met1.png
Cells faint in the background.
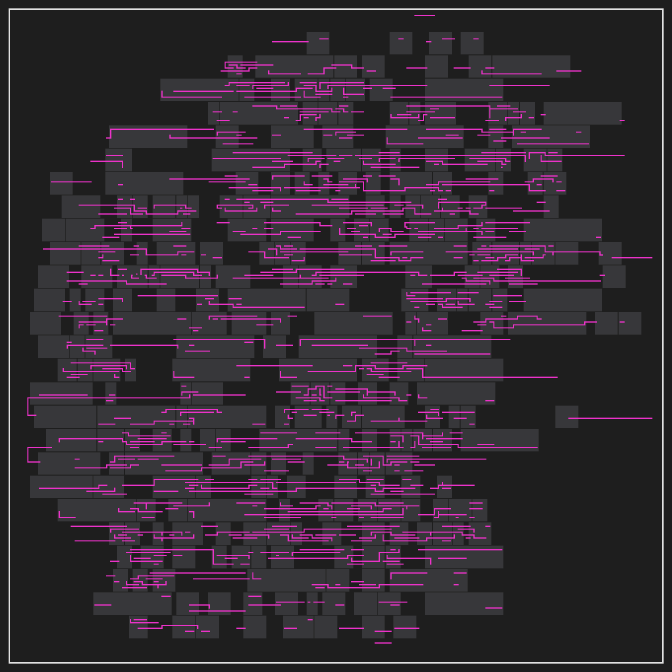
met2.png
Scale bar: 20 um.
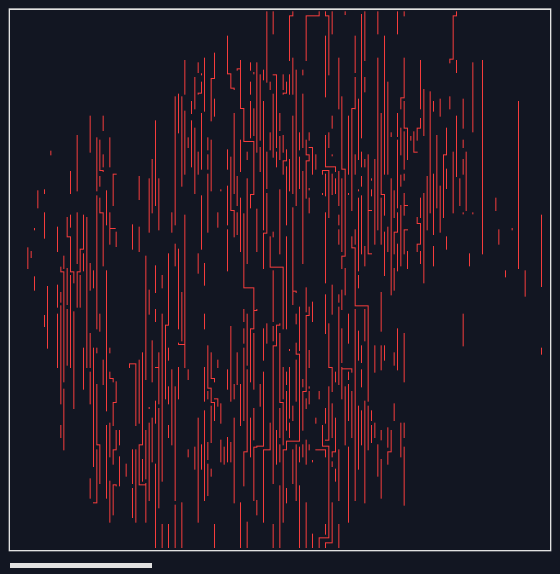
met3.png
Scale bar: 20 um.
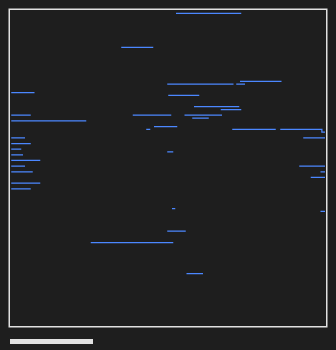
wire_density.png
Scale bar: 20 um. 15 x 15 tiles, from dark purple (low) to yellow (high), scaled to the fullest tile. Values are wire area over tile area, all layers added.
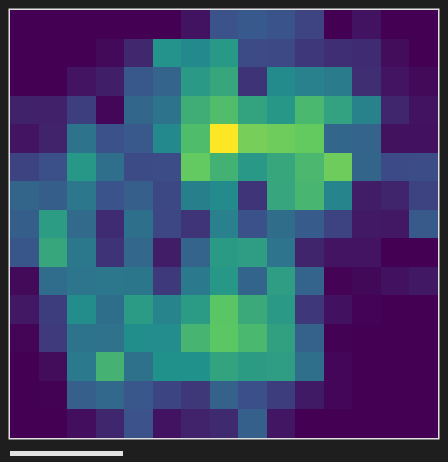
## config.mk

```make
export PLATFORM = sky130hd
export DESIGN_NAME = pipe_sequencer
export DESIGN_NICKNAME = d
export VERILOG_FILES = /design/src/rtl/pipe_sequencer.sv
export SDC_FILE = /design/constraint.sdc
export NUM_CORES = 1
export LEC_CHECK = 0
export ABC_CLOCK_PERIOD_IN_PS = 3000
export CAP_MARGIN = 0
export CORE_MARGIN = 2
export CORE_UTILIZATION = 43
export DETAILED_ROUTE_END_ITERATION = 7
export PLACE_DENSITY = 0.79
export SYNTH_ARGS = -nofsm -noshare
export SYNTH_HDL_FRONTEND = slang
export SYNTH_SLANG_ARGS = --single-unit
```

## constraint.sdc

```tcl
create_clock -name clk -period 3 [get_ports clk]
set_input_delay 0.45 -clock clk [delete_from_list [all_inputs] [get_ports clk]]
set_output_delay 0.45 -clock clk [all_outputs]
set_load 0.1 [all_outputs]
```

## src/rtl/pipe_sequencer.sv

```systemverilog
// Run/stall/flush sequencer for the 5-stage pipeline with stage-valid tracking and counters.
// Define STALL_STATS_EN to add the stall_cnt/flush_cnt statistic outputs.
module pipe_sequencer #(
   parameter int unsigned CNT_W = 16
) (
   input  logic             clk,
   input  logic             rst,
   input  logic             start,
   input  logic             halt_fetched,
   input  logic             load_use,
   input  logic             br_taken_ex,
   input  logic             jump_id,
   output logic             pc_wr,
   output logic             if_id_wr,
   output logic             if_id_flush,
   output logic             id_ex_bubble,
   output logic [1:0]       state,
   output logic             done,
   output logic [CNT_W-1:0] cycle_cnt,
   output logic [CNT_W-1:0] retire_cnt
`ifdef STALL_STATS_EN
   ,
   output logic [CNT_W-1:0] stall_cnt,
   output logic [CNT_W-1:0] flush_cnt
`endif
);

   typedef enum logic [1:0] {
      StIdle   = 2'b00,
      StRun    = 2'b01,
      StDrain  = 2'b10,
      StHalted = 2'b11
   } state_e;

   localparam logic [CNT_W-1:0] CntMax = {CNT_W{1'b1}};
   localparam logic [CNT_W-1:0] CntOne = {{(CNT_W-1){1'b0}}, 1'b1};

   state_e           state_q, state_d;
   // valid_q bit order: [3] ID, [2] EX, [1] MEM, [0] WB
   logic [3:0]       valid_q, valid_d;
   logic [CNT_W-1:0] cycle_cnt_q, cycle_cnt_d;
   logic [CNT_W-1:0] retire_cnt_q, retire_cnt_d;
   logic             active;
   logic             clear_cnt;
   logic             redirect;
   logic             stall;
   logic             id_valid_next;

   always_comb begin
      state_d      = state_q;
      pc_wr        = 1'b0;
      if_id_wr     = 1'b0;
      if_id_flush  = 1'b0;
      id_ex_bubble = 1'b0;
      redirect     = 1'b0;
      stall        = 1'b0;
      unique case (state_q)
         StIdle: begin
            if (start) state_d = StRun;
         end
         StRun: begin
            if (br_taken_ex) begin
               pc_wr        = 1'b1;
               if_id_wr     = 1'b1;
               if_id_flush  = 1'b1;
               id_ex_bubble = 1'b1;
               redirect     = 1'b1;
            end else if (jump_id) begin
               pc_wr       = 1'b1;
               if_id_wr    = 1'b1;
               if_id_flush = 1'b1;
               redirect    = 1'b1;
            end else if (load_use) begin
               id_ex_bubble = 1'b1;
               stall        = 1'b1;
            end else if (halt_fetched) begin
               // Halt is squashed in IF/ID and the PC stays parked on it.
               if_id_wr    = 1'b1;
               if_id_flush = 1'b1;
               state_d     = StDrain;
            end else begin
               pc_wr    = 1'b1;
               if_id_wr = 1'b1;
            end
         end
         StDrain: begin
            if (br_taken_ex) begin
               pc_wr        = 1'b1;
               if_id_wr     = 1'b1;
               if_id_flush  = 1'b1;
               id_ex_bubble = 1'b1;
               redirect     = 1'b1;
               state_d      = StRun;
            end else begin
               if_id_wr    = 1'b1;
               if_id_flush = 1'b1;
               if (valid_q == 4'b0000) state_d = StHalted;
            end
         end
         StHalted: begin
            state_d = StHalted;
         end
         default: begin
            state_d = StIdle;
         end
      endcase
   end

   assign active    = (state_q == StRun) || (state_q == StDrain);
   assign clear_cnt = (state_q == StIdle) && start;
   assign done      = (state_q == StHalted);
   assign state     = state_q;

   always_comb begin
      valid_d       = valid_q;
      id_valid_next = (if_id_wr & ~if_id_flush) | (~if_id_wr & valid_q[3]);
      if (active) begin
         valid_d = {id_valid_next, valid_q[3] & ~id_ex_bubble, valid_q[2], valid_q[1]};
      end
   end

   always_comb begin
      cycle_cnt_d  = cycle_cnt_q;
      retire_cnt_d = retire_cnt_q;
      if (clear_cnt) begin
         cycle_cnt_d  = '0;
         retire_cnt_d = '0;
      end else if (active) begin
         if (cycle_cnt_q != CntMax) cycle_cnt_d = cycle_cnt_q + CntOne;
         if (valid_q[0] && (retire_cnt_q != CntMax)) retire_cnt_d = retire_cnt_q + CntOne;
      end
   end

   always_ff @(posedge clk or posedge rst) begin
      if (rst) begin
         state_q      <= StIdle;
         valid_q      <= 4'b0000;
         cycle_cnt_q  <= '0;
         retire_cnt_q <= '0;
      end else begin
         state_q      <= state_d;
         valid_q      <= valid_d;
         cycle_cnt_q  <= cycle_cnt_d;
         retire_cnt_q <= retire_cnt_d;
      end
   end

   assign cycle_cnt  = cycle_cnt_q;
   assign retire_cnt = retire_cnt_q;

`ifdef STALL_STATS_EN
   logic [CNT_W-1:0] stall_cnt_q, stall_cnt_d;
   logic [CNT_W-1:0] flush_cnt_q, flush_cnt_d;

   always_comb begin
      stall_cnt_d = stall_cnt_q;
      flush_cnt_d = flush_cnt_q;
      if (clear_cnt) begin
         stall_cnt_d = '0;
         flush_cnt_d = '0;
      end else begin
         if (stall && (stall_cnt_q != CntMax)) stall_cnt_d = stall_cnt_q + CntOne;
         if (redirect && (flush_cnt_q != CntMax)) flush_cnt_d = flush_cnt_q + CntOne;
      end
   end

   always_ff @(posedge clk or posedge rst) begin
      if (rst) begin
         stall_cnt_q <= '0;
         flush_cnt_q <= '0;
      end else begin
         stall_cnt_q <= stall_cnt_d;
         flush_cnt_q <= flush_cnt_d;
      end
   end

   assign stall_cnt = stall_cnt_q;
   assign flush_cnt = flush_cnt_q;
`endif

endmodule

```

==> results.yml <==
# flow metrics
timing:
  tns_ns: 0
  rsz0062_at_grt: "no"
  finalSetupViolCount: 0
  timing.fmax_mhz: 411
  slew_headroom_pct: 52.7
  hold_viol: 0
cts:
  clock_sinks: 38
  cts_max_level: 2
  cts_tree: "yes"
  post-cts-setup-buffer-count: 0
  clk_pin_slew_ns: 0.08
  cts.repair.resized: 0
routing:
  via_per_inst: 5.90
  drtIter0Drc: 225
finish:
  fin_nets: 308
  final_layout_size_suffix_gt1_share_pct: 23.1
  area_delta_synth_final_pct: 26.9
pwr:
  power_density_nw_per_um2: 1050
  irDropWorstVdd_mv: 1.39
  p_leak_nw: 1.16
synth:
  top_cell_area_share_pct: 42.7
  adder_share_pct: 3.93
  yosysSeqAreaShare_pct: 42.7
global_routing:
  grt_max_degree: 39
  grt_overflow: 0
hold_path:
  min-delay-path-class: "reg2reg"
worst_setup_path:
  regToRegStartpoint: "state[0]"
  arrival_ns: 1.98
  slowest_stage: "dfrtp_1"
  critPathCaptureType: "output pin"
floorplanning:
  core_area_um2: 5040
outcome:
  status: "finished, final reports clean"
About met1.png:
- longest straight run: 24.4 um
- nets with wire on the layer: 264
- main direction: horizontal

About met2.png:
- share of all routed wire: 51%
- nets with wire on the layer: 265
- wire length on this layer: 2760 um
- longest straight run: 27.2 um
- main direction: vertical

About met3.png:
- wire length on this layer: 230 um
- main direction: horizontal
- share of all routed wire: 4.2%

About wire_density.png:
- nearly empty tiles: 20%
- emptiest ninth of the die: lower right
- densest ninth of the die: top center
post-detailed-route wirelength per cell: 14.8 um
vias: 2152
final wirelength: 5.42 mm
gr usage total: 19.4%

## cells in the final DEF (no fill, tap or decap), types with 3 or more instances in the layout
cell	netlist	routed
o31ai_1	9	9
a21oi_1	28	26
buf_12	0	4
nand3_1	11	11
nor2_1	11	10
and2_1	3	3
o21ai_0	14	14
nand2_1	16	16
dfrtp_1	38	38
mux2i_1	3	3
nor4_1	9	9
or3_1	11	11
buf_4	0	40
ha_1	7	7
clkbuf_8	0	6
inv_1	8	8
or4_1	8	8
clkdlybuf4s50_1	0	6
nand4_1	14	14
nor3_1	9	8
a31oi_1	3	3
nor2b_1	4	4
## power by group
group	total (mW)	leakage, nW	internal (mW)	switching [mW]
logic	1.84	0.603	0.509	1.33
clock network	0.368	0.0482	0.186	0.182
registers	0.760	0.512	0.620	0.140
## registers in the layout, summed over array words and instances, names as in the netlist, named ones only
signal      flops
cycle_cnt      16
retire_cnt     16
valid_q         3
state           2
## kinds of logic after synthesis
kind of cell	Yosys count
buffers and inverters	17
xor gates and xnor gates	1
muxes	5
DFF	38
and+or+nand+nor	112
AOI/OAI and AO/OA	66
adders and majority gates	7
## worst min-delay path by stage
stage	start	slack [ns]	endpoint	cells past startpoint
2_1_floorplan	valid_q[1]	0.49	valid_q[1]	1
3_3_place_gp	valid_q[1]	0.50	valid_q[1]	1
3_5_place_dp	valid_q[1]	0.52	valid_q[1]	1
4_1_cts	valid_q[1]	0.53	valid_q[1]	1
5_1_grt	valid_q[1]	0.57	valid_q[1]	1
6_report	valid_q[1]	0.54	valid_q[1]	1
## per-stage QoR
stage               utilization, %  hold WS, ns  instance area, um2  power (mW)  std cells
floorplan                        -        0.492                2250        2.16        246
global placement              54.2        0.505                2730        2.59        357
detailed placement            54.2        0.516                2730        2.62        357
CTS                           56.0        0.534                2820        2.99        365
global route                  56.0        0.566                2820        3.13        365
finish                        56.0        0.535                2820        2.97        365
## metal layers
metal / wire length (um) / global-route usage [%] / share of wire, %
met1: 2360 / 24.8 / 44
met2: 2760 / 33.0 / 51
met3: 229 / 3.57 / 4.2
met4: 73 / 6.91 / 1.3
met5: 0 / 0 / 0
## area by class of cell
| class | count | area, um2 | area share (%) |
|---|---|---|---|
| clock buffers | 7 | 86.3 | 3.06 |
| clock inverters | 1 | 5.00 | 0.177 |
| inverters | 8 | 30.0 | 1.06 |
| multi-input cells | 191 | 1220 | 43.3 |
| flip-flops and latches | 38 | 951 | 33.7 |
| well taps | 70 | 87.6 | 3.10 |
| repair buffers | 50 | 440 | 15.6 |
## critical path: cells and delay by family, from the launching register on
| kind | cells | cell delay (ns) |
|---|---|---|
| and+or+nand+nor | 1 | 0.25 |
| adders and majority gates | 1 | 0.35 |
| buffers and inverters | 4 | 0.63 |
| DFF | 1 | 0.46 |
Power is estimated from default activity; no workload was simulated.
